--- src/rtl/serial_adder_ctrl_if.sv ---
// Operand/result handshake bundle for the bit-serial adder sequencer.
// The upstream producer and downstream consumer both sit on the master side.
interface serial_adder_ctrl_if #(
    parameter int WIDTH = 8
);
    logic             in_valid;
    logic             in_ready;
    logic [WIDTH-1:0] a;
    logic [WIDTH-1:0] b;
    logic             cin;
    logic             out_valid;
    logic             out_ready;
    logic [WIDTH-1:0] sum;
    logic             cout;

    modport master (
        output in_valid, a, b, cin, out_ready,
        input  in_ready, out_valid, sum, cout
    );

    modport slave (
        input  in_valid, a, b, cin, out_ready,
        output in_ready, out_valid, sum, cout
    );
endinterface

--- src/rtl/serial_adder_ctrl.sv ---
// Bit-serial addition sequencer wrapped around an external single-bit
// full-adder cell. Operands are presented LSB-first, one bit per clock;
// the carry lives in a flip-flop between bits. The assembled sum and
// carry-out are offered downstream over a valid/ready handshake.
module serial_adder_ctrl #(
    parameter int WIDTH = 8
) (
    input  logic                 clk,
    input  logic                 rst,
    serial_adder_ctrl_if.slave   bus,
    output logic                 fa_a,
    output logic                 fa_b,
    output logic                 fa_ci,
    input  logic                 fa_s,
    input  logic                 fa_cout,
    output logic                 busy
);
    localparam int CNT_W = $clog2(WIDTH + 1);
    localparam logic [CNT_W-1:0] LAST_CNT = CNT_W'(WIDTH - 1);

    localparam logic [1:0] ST_IDLE  = 2'd0;
    localparam logic [1:0] ST_SHIFT = 2'd1;
    localparam logic [1:0] ST_DONE  = 2'd2;

    logic [1:0]       r_state;
    logic [WIDTH-1:0] r_a_sh;
    logic [WIDTH-1:0] r_b_sh;
    logic [WIDTH-1:0] r_sum_sh;
    logic             r_carry;
    logic [CNT_W-1:0] r_cnt;
    logic [WIDTH-1:0] r_sum;
    logic             r_cout;
    logic             r_out_valid;

    logic             w_shift;
    logic             w_last;
    logic             w_in_ready;
    logic             w_accept;
    logic [WIDTH:0]   w_sum_cat;
    logic [WIDTH-1:0] w_sum_next;

    assign w_shift = (r_state == ST_SHIFT);
    assign w_last  = w_shift && (r_cnt == LAST_CNT);

    // A new operand set may enter from IDLE, or from DONE on the same edge
    // the current result is consumed. Held low throughout reset.
    assign w_in_ready = !rst && ((r_state == ST_IDLE) ||
                                 ((r_state == ST_DONE) && bus.out_ready));
    assign w_accept   = bus.in_valid && w_in_ready;

    // New sum bit enters at the MSB; slicing the concatenation keeps this
    // valid for WIDTH == 1, where the old shift register contributes nothing.
    assign w_sum_cat  = {fa_s, r_sum_sh};
    assign w_sum_next = w_sum_cat[WIDTH:1];

    // Full-adder inputs are quiet outside SHIFT.
    assign fa_a  = w_shift & r_a_sh[0];
    assign fa_b  = w_shift & r_b_sh[0];
    assign fa_ci = w_shift & r_carry;
    assign busy  = w_shift;

    assign bus.in_ready  = w_in_ready;
    assign bus.out_valid = r_out_valid;
    assign bus.sum       = r_sum;
    assign bus.cout      = r_cout;

    // Sequencer: operand load, bit-serial shift, result hand-off.
    // NOTE: all state updates use non-blocking assignments so every register
    // samples the pre-edge values, regardless of statement order below.
    always_ff @(posedge clk) begin
        if (rst) begin
            r_state     <= ST_IDLE;
            r_a_sh      <= '0;
            r_b_sh      <= '0;
            r_sum_sh    <= '0;
            r_carry     <= 1'b0;
            r_cnt       <= '0;
            r_sum       <= '0;
            r_cout      <= 1'b0;
            r_out_valid <= 1'b0;
        end else begin
            case (r_state)
                ST_SHIFT: begin
                    r_sum_sh <= w_sum_next;
                    r_a_sh   <= r_a_sh >> 1;
                    r_b_sh   <= r_b_sh >> 1;
                    r_carry  <= fa_cout;
                    r_cnt    <= r_cnt + CNT_W'(1);
                    if (w_last) begin
                        r_sum       <= w_sum_next;
                        r_cout      <= fa_cout;
                        r_out_valid <= 1'b1;
                        r_state     <= ST_DONE;
                    end
                end
                ST_DONE: begin
                    if (bus.out_ready) begin
                        r_out_valid <= 1'b0;
                        r_state     <= ST_IDLE;
                    end
                end
                ST_IDLE: begin
                    r_state <= ST_IDLE;
                end
                default: begin
                    r_state <= ST_IDLE;
                end
            endcase

            // An accepted operand set overrides the case above: from IDLE,
            // or straight from DONE when the result is taken on this edge.
            if (w_accept) begin
                r_a_sh  <= bus.a;
                r_b_sh  <= bus.b;
                r_carry <= bus.cin;
                r_cnt   <= '0;
                r_state <= ST_SHIFT;
            end
        end
    end
endmodule
--- src/flat_wrapper.sv ---
// flat-port wrapper written by rule: the top's interface ports become plain ports
module serial_adder_ctrl_flat 
#(
    parameter int WIDTH = 8
)
  (clk, rst, fa_a, fa_b, fa_ci, fa_s, fa_cout, busy, bus_in_valid, bus_a, bus_b, bus_cin, bus_out_ready, bus_in_ready, bus_out_valid, bus_sum, bus_cout);
  serial_adder_ctrl_if #(.WIDTH(WIDTH)) bus_i ();
  input  logic clk;
  input  logic rst;
  output logic fa_a;
  output logic fa_b;
  output logic fa_ci;
  input  logic fa_s;
  input  logic fa_cout;
  output logic busy;
  input wire logic [$bits(bus_i.in_valid)-1:0] bus_in_valid;
  input wire logic [$bits(bus_i.a)-1:0] bus_a;
  input wire logic [$bits(bus_i.b)-1:0] bus_b;
  input wire logic [$bits(bus_i.cin)-1:0] bus_cin;
  input wire logic [$bits(bus_i.out_ready)-1:0] bus_out_ready;
  output wire logic [$bits(bus_i.in_ready)-1:0] bus_in_ready;
  output wire logic [$bits(bus_i.out_valid)-1:0] bus_out_valid;
  output wire logic [$bits(bus_i.sum)-1:0] bus_sum;
  output wire logic [$bits(bus_i.cout)-1:0] bus_cout;
  assign bus_i.in_valid = bus_in_valid;
  assign bus_i.a = bus_a;
  assign bus_i.b = bus_b;
  assign bus_i.cin = bus_cin;
  assign bus_i.out_ready = bus_out_ready;
  assign bus_in_ready = bus_i.in_ready;
  assign bus_out_valid = bus_i.out_valid;
  assign bus_sum = bus_i.sum;
  assign bus_cout = bus_i.cout;
  serial_adder_ctrl #(.WIDTH(WIDTH)) u_core (.clk(clk), .rst(rst), .bus(bus_i), .fa_a(fa_a), .fa_b(fa_b), .fa_ci(fa_ci), .fa_s(fa_s), .fa_cout(fa_cout), .busy(busy));
endmodule
--- config.mk ---
export PLATFORM = sky130hd
export DESIGN_NAME = serial_adder_ctrl_flat
export DESIGN_NICKNAME = d
export VERILOG_FILES = /design/src/rtl/serial_adder_ctrl_if.sv /design/src/rtl/serial_adder_ctrl.sv /design/src/flat_wrapper.sv
export SDC_FILE = /design/constraint.sdc
export NUM_CORES = 1
export LEC_CHECK = 0
export ABC_AREA = 1
export CAP_MARGIN = 15
export CELL_PAD_IN_SITES_DETAIL_PLACEMENT = 1
export CELL_PAD_IN_SITES_GLOBAL_PLACEMENT = 2
export CORE_MARGIN = 4
export CORE_UTILIZATION = 32
export CTS_BUF_LIST = sky130_fd_sc_hd__clkbuf_2 sky130_fd_sc_hd__clkbuf_4 sky130_fd_sc_hd__clkbuf_8
export DETAILED_ROUTE_END_ITERATION = 7
export MAX_ROUTING_LAYER = met4
export PLACE_DENSITY = 0.89
export SYNTH_ARGS = -nofsm -noshare
export SYNTH_HDL_FRONTEND = slang
export SYNTH_SLANG_ARGS = --single-unit
--- constraint.sdc ---
create_clock -name clk -period 2.3 [get_ports clk]
set_clock_uncertainty 0.2 [all_clocks]
set_input_delay 0.46 -clock clk [delete_from_list [all_inputs] [get_ports clk]]
set_output_delay 0.46 -clock clk [all_outputs]
set_load 0.05 [all_outputs]
Fig. 1: run 1, clock distribution
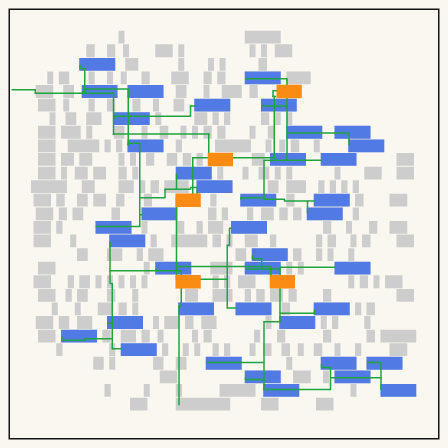
- green: clock wires (length 529 µm)
- blue: flip-flops (count 40)
- orange: clock-net drivers (count 5)
- routed clock nets: 6
Clk power: 0.000628 W
Clock Latency Late Sink: 0.29 ns

Fig. 2: run 1, track usage over the die
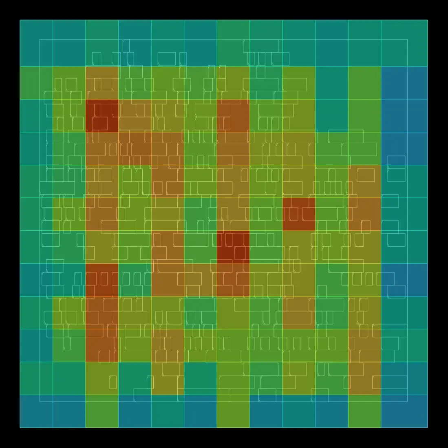
grt peak-use layer: met2
routed len/inst: 13.11 µm
met1 usage in global routing: 0.1749
met3 GRT Util: 0.02594
GR Util met2: 0.2599

==> reports/qor.yml, run 1 <==
status: "completed"
power.leakage_nw: 1.063
avgSynthCellArea_um2: 7.483
finalHoldViolations: 0
postCtsSetupBuffers: 0
via_per_inst: 4.846
timing.final.crit_share: 0.9434
first_global_vias: 1844
drtPass1Iterations: 4
ys_cells: 258
total_power_w: 0.001621
comb_power_share: 0.151
startpoint: "u_core.r_state[0]$_SDFFE_PP0P_"
drc: 0
syn_area_um2: 1931
cts_hold_buf: 0
vdd_drop_max_mv: 0.2305
grt_max_degree: 22
synth_cell_type_count: 25
slowest_stage: "dfxtp_1"
hold_class: "reg2reg"
fp_util: 0.3280
cp_cell_sequence: "nand2_2, nor2_1, buf_12"
h-tree-depth: 2
finalSetupViolCount: 0
cp.required_ns: 1.64
worstPathMaxFanout: 14
rows: 28
rsz0062_at_grt: "no"
slowest_delay_ns: 0.48
cts_root_buffer: "clkbuf_8"
final_cell_mix: "nand2_1 (55), dfxtp_1 (40), nor2_1 (32), clkdlybuf4s50_1 (32), inv_1 (25)"
pre_cts_ws_ns: 0.1068
syn_inst: 258
clkPwrFrac: 0.387
p_int_w: 0.001221
cap_violations: 0
drtAntennaViolNets: 0
cts_tree: "done"
cts_sinks: 40
overflow: 0
num-nets-final: 324
Fig. 3: run 1, ports around the boundary
Pins as bars across the die edge, other pins in grey.
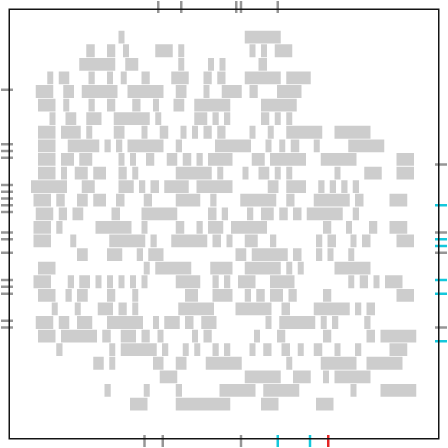
- red: fa_s (pins 1; direction input; edge south)
- cyan: bus_sum (pins 8; direction output; edge 6 east, 2 south)

Fig. 4: run 1, routed metal, one colour a layer
Only two layers are drawn.
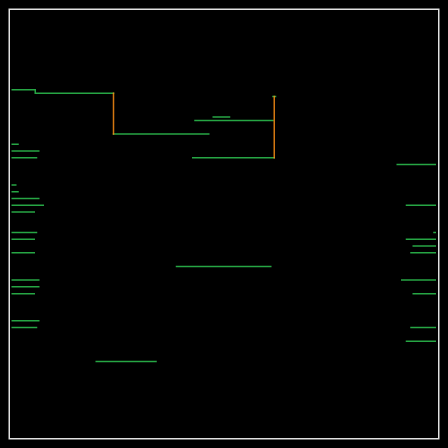
- green: M3 (wire length 224 µm)
- orange: M4 (wire length 20.4 µm)
Total GRT Usage: 0.1489
routed via count: 1,822
final wirelength: 4930 µm

==> run 1: worst paths after layout <==
check	slack, ns	end	cells after the start
setup / recovery	0.13	fa_a	3
hold / removal	0.28	u_core.bus.cout$_SDFFE_PP0P_	2
setup reg to reg	0.56	u_core.r_a_sh[6]$_SDFFE_PP0P_	7
hold reg to reg	0.28	u_core.bus.cout$_SDFFE_PP0P_	2
==> run 1: final cells by class <==
cell class	count	area, µm²
tap	75	93.84
inverter	26	97.59
multi-input combinational	176	883.3
clock inverter	1	30.03
timing repair buffer	51	538.0
sequential	40	800.8
clock buffer	7	96.34
fill	738	3346
==> run 1: routing by layer <==
layer,share of wire,vias to the layer above,track usage
li1,-,915,-
met1,0.44,864,0.1749
met2,0.51,39,0.2599
met3,0.045,4,0.02594
met4,0.0041,0,0.04317
met5,0,-,-
==> run 1: power groups by stage <==
stage,combinational (W),clock (W),sequential (W)
2_1_floorplan,0.000162,0,0.000759
3_3_place_gp,0.000242,0,0.000763
3_5_place_dp,0.000248,0,0.000765
4_1_cts,0.000248,0.000651,0.000749
5_1_grt,0.000275,0.000683,0.000754
6_report,0.000245,0.000628,0.000749
==> run 1: flip-flops by register name, indices dropped and copies added, names as in the netlist <==
register,cells
u_core.bus.cout,1
u_core.r_state,2
u_core.r_cnt,4
u_core.r_b_sh,8
u_core.r_sum_sh,7
u_core.r_a_sh,8
u_core.bus.out_valid,1
u_core.bus.sum,8
u_core.r_carry,1
==> run 1: synth_stat cells, drive strengths merged <==
master,instances,share of area
nand2,57,0.11
dfxtp,40,0.41
nor2,36,0.086
inv,26,0.051
a21oi,24,0.080
nand3,24,0.069
nand4,16,0.052
o21ai,15,0.039
buf,11,0.054
clkbuf,2,0.0058
dlymetal6s2s,2,0.013
and2,1,0.0032
dlygate4sd1,1,0.0045
ha,1,0.0065
nor3,1,0.0052
xor2,1,0.0045
==> run 1: tightest hold or removal path: cells and delay by family (launching register included) <==
kind / cells / cell delay, ns
DFF: 1 / 0.32
AOI/OAI and AO/OA: 1 / 0.05
and+or+nand+nor: 1 / 0.06
==> run 1: through the flow <==
stage / cell area [µm²] / util / std cells
final: 2540 / 0.4315 / 376
after global routing: 2540 / 0.4315 / 376
after CTS: 2540 / 0.4315 / 376
after detailed placement: 2414 / 0.4101 / 368
after global placement: 2414 / 0.4101 / 368
after floorplan: 1931 / - / 258
==> run 1: logic make-up (layout without fill, tap and decap cells) <==
family | Yosys count | after routing | synth area share
AND/OR/NAND/NOR | 135 | 135 | 0.3279
buffers and inverters | 42 | 85 | 0.1277
flip-flops | 40 | 40 | 0.4148
AND-OR/OR-AND | 39 | 39 | 0.1186
adder cells (fa/ha/maj) | 1 | 1 | 0.006480
XOR/XNOR | 1 | 1 | 0.004537
==> run 2, diff against run 1 <==
- CORE_MARGIN: 4 -> 5
Fig. 5: run 2, routed metal, one colour a layer
Only two layers are drawn.
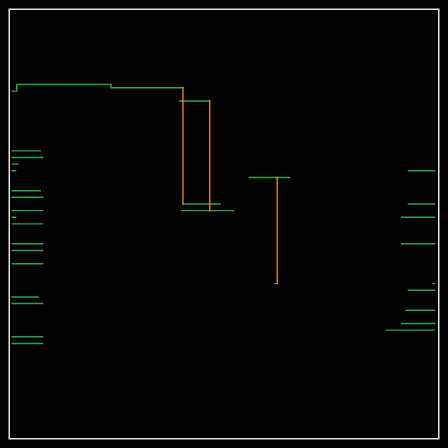
- orange: M4 (wire length 68.0 µm)
- green: M3 (wire length 203 µm)
final wirelength: 4872 µm
routed via count: 1,793
Total GRT Usage: 0.1391
routed len/inst: 13.10 µm

Fig. 6: run 2, ports around the boundary
Pins as bars across the die edge, other pins in grey.
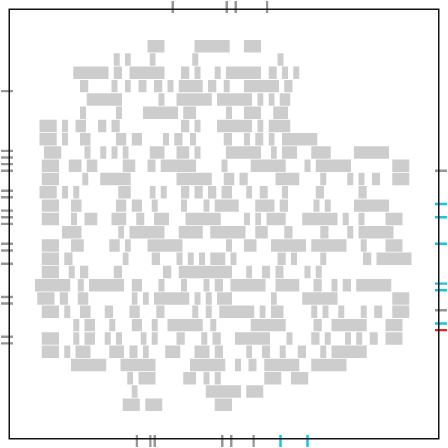
- red: fa_s (pins 1; direction input; edge east)
- cyan: bus_sum (pins 8; direction output; edge 6 east, 2 south)
- all pins by edge: 17 west, 9 east, 8 south, 4 north

==> run 2 against run 1 <==
Effect of this change:
- die size grew 4.7%
- first-iteration DRC count grew 2.4%
- non-clock buffer count is 4 lower
- routed wire length down 1.2%
- highest routed layer unchanged
- utilization down 0.91 points
- critical path type is now in2out
==> reports/qor.yml, run 2 <==
status: "completed"
pre_cts_ws_ns: -0.009145  # -0.1160 ns
syn_inst: 258  # unchanged
area_leaders: "dfxtp_1 (41%), nand2_1 (11%), nor2_1 (6.2%)"
drtPass1Iterations: 4  # unchanged
cts_hold_buf: 0  # unchanged
total_power_w: 0.001580  # -2.6%
rows: 28  # unchanged
final_util: 0.4224  # -0.009142
synth_adder_area_share: 0.006481  # unchanged
first_global_vias: 1703  # -7.6%
p_int_w: 0.001158  # -5.1%
seqCellArea_um2: 800.8  # unchanged
edf_count: 0  # unchanged
via_per_inst: 4.820  # -0.53%
clkPwrFrac: 0.375  # -0.012
h-tree-depth: 2  # unchanged
postCtsSetupBuffers: 0  # unchanged
hold_class: "reg2reg"
placed_area_um2: 2371  # -1.8%
cts_tree: "done"
avgSynthCellArea_um2: 7.483  # unchanged
top_cells_by_count: "nand2_1 (55), dfxtp_1 (40), nor2_1 (32)"
fin_cells: 372  # -1.1%
syn_area_um2: 1931  # unchanged
final_cell_mix: "nand2_1 (55), dfxtp_1 (40), nor2_1 (32), clkdlybuf4s50_1 (32), inv_1 (25)"
drtAntennaViolNets: 0  # unchanged
slowest_delay_ns: 0.50  # +0.02 ns
overflow: 0  # unchanged
slowest_stage: "clkdlybuf4s50_1"
combGateArea_um2: 883.3  # unchanged
-- run 2: cell count changes in the layout (fill, tap and decap cells not counted) --
cell	previous run	this run
buf_4	13	10
clkinvlp_4	0	1
buf_12	6	5
inv_6	0	1
clkbuf_8	7	5
-- run 2: cell families after synthesis --
kind of cell / count (synthesis)
AND/OR/NAND/NOR: 135
buffers and inverters: 42
flip-flops: 40
AND-OR/OR-AND: 39
XOR/XNOR: 1
adder cells (fa/ha/maj): 1
-- run 2: worst min path at each step --
stage / startpoint / endpoint / slack, ns / cells past startpoint
floorplan: u_core.r_sum_sh[2]$_SDFFE_PP0N_ / u_core.r_sum_sh[1]$_SDFFE_PP0N_ / 0.24 / 2
CTS: u_core.r_sum_sh[2]$_SDFFE_PP0N_ / u_core.r_sum_sh[2]$_SDFFE_PP0N_ / 0.28 / 2
global placement: u_core.bus.cout$_SDFFE_PP0P_ / u_core.bus.cout$_SDFFE_PP0P_ / 0.26 / 2
finish: u_core.bus.cout$_SDFFE_PP0P_ / u_core.bus.cout$_SDFFE_PP0P_ / 0.28 / 2
detailed placement: u_core.r_sum_sh[2]$_SDFFE_PP0N_ / u_core.r_sum_sh[2]$_SDFFE_PP0N_ / 0.26 / 2
global route: u_core.r_a_sh[2]$_SDFFE_PP0P_ / u_core.r_a_sh[2]$_SDFFE_PP0P_ / 0.30 / 2
-- run 2: final cells by class --
cell class | instances | area share
multi-input cells | 176 | 0.3553
inverters | 26 | 0.03926
clock inverters | 3 | 0.01862
well taps | 75 | 0.03775
flip-flops and latches | 40 | 0.3221
clock buffers | 5 | 0.02768
repair buffers | 47 | 0.1993
-- run 2: worst min-delay path: stages, from the launching register on --
cell and delay (ns):
dfxtp_1 0.32, nand2_1 0.06, a21oi_1 0.05
-- run 2: metal layers --
metal,share of wire,vias up,GRT usage
li1,-,907,-
met1,0.47,848,0.1736
met2,0.47,32,0.2281
met5,0,-,-
met4,0.014,0,0.04603
met3,0.042,6,0.02258
-- run 2: power by group through the flow --
stage,registers (W),clock network (W),logic [W]
5_1_grt,0.000754,0.000639,0.000265
3_3_place_gp,0.000764,0,0.000235
4_1_cts,0.000749,0.000606,0.000242
2_1_floorplan,0.000759,0,0.000162
3_5_place_dp,0.000764,0,0.000241
6_report,0.000748,0.000593,0.000238
-- run 2: through the flow --
step / TNS [ns] / hold slack (ns)
global placement: 0 / 0.2555
floorplan: 0 / 0.2440
global route: 0 / 0.3011
finish: 0 / 0.2756
CTS: 0 / 0.2788
detailed placement: -0.01073 / 0.2647
==> run 3, diff against run 2 <==
- HOLD_SLACK_MARGIN: default -> 0.08
- clock period: 2.3 -> 2.6 ns (I/O delays scaled with it)
Fig. 7: run 3, ports around the boundary
Pins as bars across the die edge, other pins in grey.
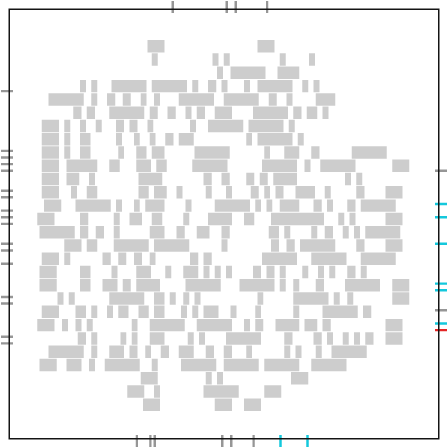
- cyan: bus_sum (pins 8; direction output; edge 6 east, 2 south)
- red: fa_s (pins 1; direction input; edge east)

Fig. 8: run 3, track usage over the die
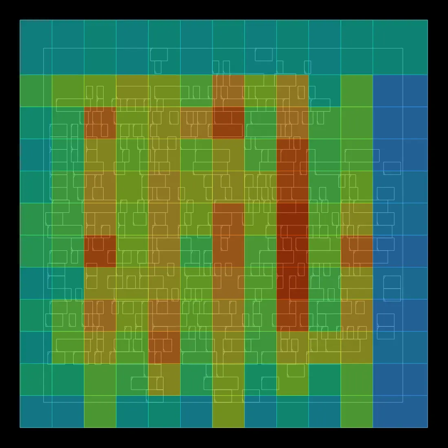
met3 GRT Util: 0.03669
met1 usage in global routing: 0.1746

==> run 3 against run 2 <==
Effect of this change:
- non-clock buffer count decreased by 4
- sequential cell count unchanged
- count of clock-buffer cells in the layout is the same
- cell count fell by 1.1%
- worst hold slack about the same
- power shrank 12%
- first-iteration DRC count decreased by 11%
- worst setup slack gained 0.18 ns
- utilization shrank 0.49 points
- die size is the same
- critical endpoint unchanged
- largest cell class unchanged
==> reports/qor.yml, run 3 <==
h-tree-depth: 2  # unchanged
vias: 1729  # -3.6%
io_pins: 38
cts_root_buffer: "clkbuf_8"
via_per_inst: 4.698  # -2.5%
gp_congestion: 0.7446
overflow: 0  # unchanged
cts_hold_buf: 0  # unchanged
syn_area_um2: 1931  # unchanged
cpLargestDelayFamily: "buffers and inverters"
ys_cells: 258
slowest_stage: "clkdlybuf4s50_1"
status: "completed"
power_density_nw_per_um2: 566.5
syn_to_final_growth_pct: 27.28
placed_area_um2: 2341  # -1.3%
slowest_delay_ns: 0.50  # about the same
hold_class: "reg2reg"
cts_tree: "done"
drtPass1Iterations: 4  # unchanged
edf_count: 0  # unchanged
postCtsSetupBuffers: 0  # unchanged
top_cells_by_count: "nand2_1 (55), dfxtp_1 (40), nor2_1 (32)"
cts_buffers: 5
period_needed_ns: 2.282
area_leaders: "dfxtp_1 (41%), nand2_1 (11%), nor2_1 (6.2%)"
first_global_vias: 1712  # +0.53%
finalSetupViolCount: 0
yosysWarnings: 0
stdcell_area_um2: 2457
fp.dieH_um: 87.68
drtAntennaViolNets: 0  # unchanged
tns_ns: 0  # unchanged
grt_max_degree: 35
avgSynthCellArea_um2: 7.483  # unchanged
wirelength_um: 4718  # -3.2%
synth-seq-cells: 40
track_usage: 0.1373  # -0.001795
rows: 28  # unchanged
wire_per_inst_um: 12.82  # -2.1%
synthArstFlopShare: 0
final_cell_mix: "nand2_1 (55), dfxtp_1 (40), nor2_1 (32), clkdlybuf4s50_1 (32), inv_1 (25)"
grt_antenna_before_repair: 0
synth_cell_type_count: 25
syn_inst: 258  # unchanged
run 3: cell counts after synthesis:
No cell type changed its count.
run 3: logic make-up (layout without fill, tap and decap cells):
family,count (synthesis),in the layout,share of synthesized area
XOR/XNOR,1,1,0.004537
AND-OR/OR-AND,39,39,0.1186
adder cells (fa/ha/maj),1,1,0.006480
AND/OR/NAND/NOR,135,135,0.3279
flip-flops,40,40,0.4148
buffers and inverters,42,77,0.1277
run 3: routing by layer:
| metal | up-vias | part of all wire | track usage | wire length (µm) |
|---|---|---|---|---|
| met1 | 793 | 0.49 | 0.1746 | 2298 |
| met5 | - | 0 | - | 0 |
| met3 | 5 | 0.045 | 0.03669 | 210 |
| met4 | 0 | 0.010 | 0.03347 | 48 |
| li1 | 899 | - | - | - |
| met2 | 32 | 0.46 | 0.2164 | 2161 |
run 3: worst register-to-register path: cells and delay by family, from the launching register on:
kind	cells	cell delay (ns)
compound gates	1	0.13
buf+inv	2	0.41
flops	1	0.47
simple gates	3	0.59
run 3: layout make-up:
cell class                 instances  area (µm²)
inverter                          26       97.59
multi-input combinational        176       883.3
clock buffer                       5       68.82
sequential                        40       800.8
timing repair buffer              43       465.4
clock inverter                     3       47.55
tap                               75       93.84
fill                             736        3428
run 3: final timing paths:
kind	from	end	slack, ns	cells after the start
setup / recovery	bus_out_ready	bus_in_ready	0.32	5
hold / removal	u_core.bus.cout$_SDFFE_PP0P_	u_core.bus.cout$_SDFFE_PP0P_	0.28	2
setup reg to reg	u_core.r_state[1]$_SDFFE_PP0P_	u_core.bus.cout$_SDFFE_PP0P_	0.74	6
hold reg to reg	u_core.bus.cout$_SDFFE_PP0P_	u_core.bus.cout$_SDFFE_PP0P_	0.28	2
run 3: stage by stage:
stage | setup WS (ns) | total power, W | util | instances | hold slack, ns
5_1_grt | 0.1385 | 0.001470 | 0.4175 | 368 | 0.3070
3_5_place_dp | 0.1453 | 0.0008832 | 0.3977 | 360 | 0.2673
2_1_floorplan | 0.4521 | 0.0008142 | - | 258 | 0.2440
6_report | 0.3175 | 0.001392 | 0.4175 | 368 | 0.2759
4_1_cts | 0.2796 | 0.001411 | 0.4175 | 368 | 0.2828
3_3_place_gp | 0.2229 | 0.0008793 | 0.3977 | 360 | 0.2560
run 3: where the power goes:
group | switching [W] | total [W] | leakage (nW) | internal [W]
Sequential | 0.0000186 | 0.000662 | 0.326 | 0.000643
Combinational | 0.000117 | 0.000205 | 0.629 | 0.0000884
Clock | 0.000236 | 0.000525 | 0.0583 | 0.000289
Power figures rest on the tool's default switching activity, not on a simulated workload.
